Nets reached from selected ports:
Scale bar: 10 um.
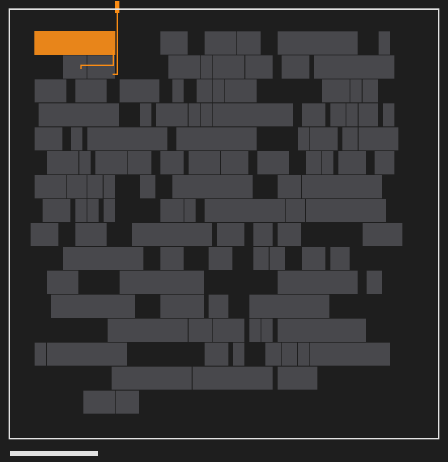
Sequential cells colored by netlist name:
Other sequential cells in the stronger gray, the rest of the logic in the fainter gray.
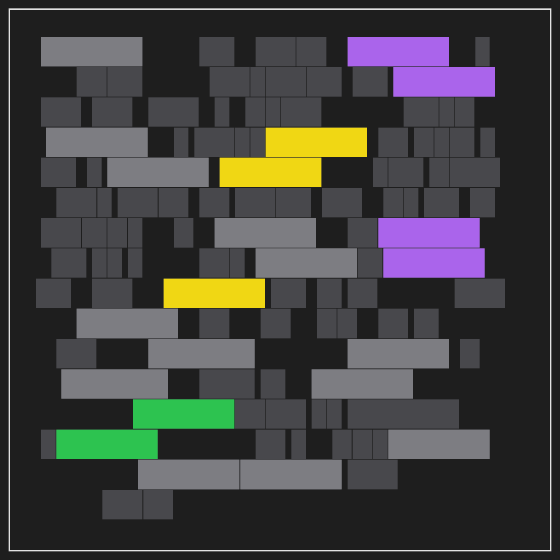
Routing congestion map:
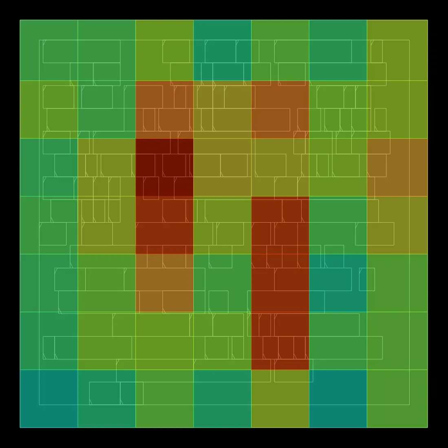
==> config.mk <==
export PLATFORM = sky130hd
export DESIGN_NAME = codificador_de_requisicao
export DESIGN_NICKNAME = d
export VERILOG_FILES = /design/src/rtl/codificador_de_requisicao.sv
export SDC_FILE = /design/constraint.sdc
export NUM_CORES = 1
export LEC_CHECK = 0
export CORE_MARGIN = 2
export CORE_UTILIZATION = 50
export CTS_CLUSTER_DIAMETER = 150
export CTS_CLUSTER_SIZE = 30
export DETAILED_ROUTE_END_ITERATION = 10
export PLACE_DENSITY = 0.78
export SKIP_LAST_GASP = 1
export SYNTH_ARGS = -nofsm -noshare
export SYNTH_HDL_FRONTEND = slang
export SYNTH_SLANG_ARGS = --single-unit
==> constraint.sdc <==
create_clock -name clk -period 1.6 [get_ports clk]
set_clock_uncertainty 0.1 [all_clocks]
set_input_delay 0.32 -clock clk [delete_from_list [all_inputs] [get_ports clk]]
set_output_delay 0.32 -clock clk [all_outputs]
set_load 0.01 [all_outputs]
==> reports/qor.yml <==
common_cells: "20 x dfrtp_1, 11 x nand2_1, 9 x inv_1, 7 x mux2i_1, 4 x nor3_1"
seq_power_share_pct: 57.4
synth.area.mux_share_pct: 7.04
yosys_area_um2: 996
critical_path_class: "register to output pin"
antenna_cells: 0
inv_count: 9
num_rows: 16
buffers: 22
clockBufferCount: 4
post-cts-setup-buffer-count: 0
dpl.hpwl_um: 1260
combPwrFrac_pct: 15.5
maxUsedRoutingLayer: "met4"
lay_top_count: "dfrtp_1"
p_total_w: 0.00113
die-area_mm2: 0.00236
postSynthCellCount: 91
synthXorXnorAreaFrac_pct: 0
critPathLaunchType: "register"
fin_setup_tns_ns: 0
drt_iter0_drc: 5
clock_power_share_pct: 27.1
arrival_ns: 1.13
drive_above_1_share_pct: 13.3
avgSynthCellArea_um2: 10.9
fin_cells: 140
nonClkBufAreaFrac_pct: 15.5
synth_top_cell_by_area: "dfrtp_1"
critPathBufInv: 1
cp.depth: 2
warning_count: 29
vias: 696
yosysUniqueCellTypes: 28
place_inst: 136
cts_made_buffers: 3
grt_overflow: 0
flops: 22
maxPowerGroup: "sequential cells"
ir_drop_mv: 0.542
cts-resized-gates: 10
grt_use_met3_pct: 2.78
path_clk_slew_ns: 0.12
netlist_logic_family_top: "simple AND/OR/NAND/NOR gates"
cts_tree: "yes"
tap_cells: 27
cts_root_buf: "clkbuf_4"
min_period_ns: 1.55
setup_viol: 0
syn_to_final_growth_pct: 24.7
status: "completed"
cp_max_fo: 2
yosysTopAreaCellShare_pct: 50.3
gp_congestion: 0.679
yosysSeqAreaShare_pct: 55.5
fp_util_pct: 51.8
power.density_mw_per_mm2: 909
async_flop_share_pct: 100
simple_gate_share_pct: 15.8
top_cells_by_area: "dfrtp_1 50%, mux2i_1 7.0%, dfstp_2 5.3%"
fin_ws_ns: 0.0528
die_y_um: 48.6
hp-class: "input pin to asynchronous set/reset pin"
cts-htree-levels: 1
largest_reg_flops: 4
fin_nets: 126
worstPathCellList: "or2_2, clkbuf_2"
register_area_um2: 553
p_clk_w: 0.000306
worst_ep_required_time_ns: 1.18
critPathCaptureType: "output pin"
cap_viol_max_count: 0
viasPerCell: 4.97
synthMostInstantiatedCell: "dfrtp_1"
design_area_mm2: 0.00124
logic_area_um2: 393
cts.sinks: 22
Back to the opening pictures, 'nets reached from selected ports':
| port | color | direction | end cells | wire |
|---|---|---|---|---|
| Valid | orange | output | 1 | 13.3 um |
port bufs: 17
Ports: 18

Back to the opening pictures, 'sequential cells colored by netlist name':
| netlist name | color | placed flops |
|---|---|---|
| primed | green | 2 |
| Func | yellow | 3 |
| hold_cnt | purple | 4 |
not colored: 13
post-layout util: 64.6%
flop share of the area: 44.5%
seq pwr: 0.000648 W

Back to the opening pictures, 'routing congestion map':
met2 Track Usage GR: 29.9%
Wirelength per Cell: 12.6 um
GRT met1 Usage: 18.4%
grt peak-use layer: met2

Power figures rest on the tool's default switching activity, not on a simulated workload.
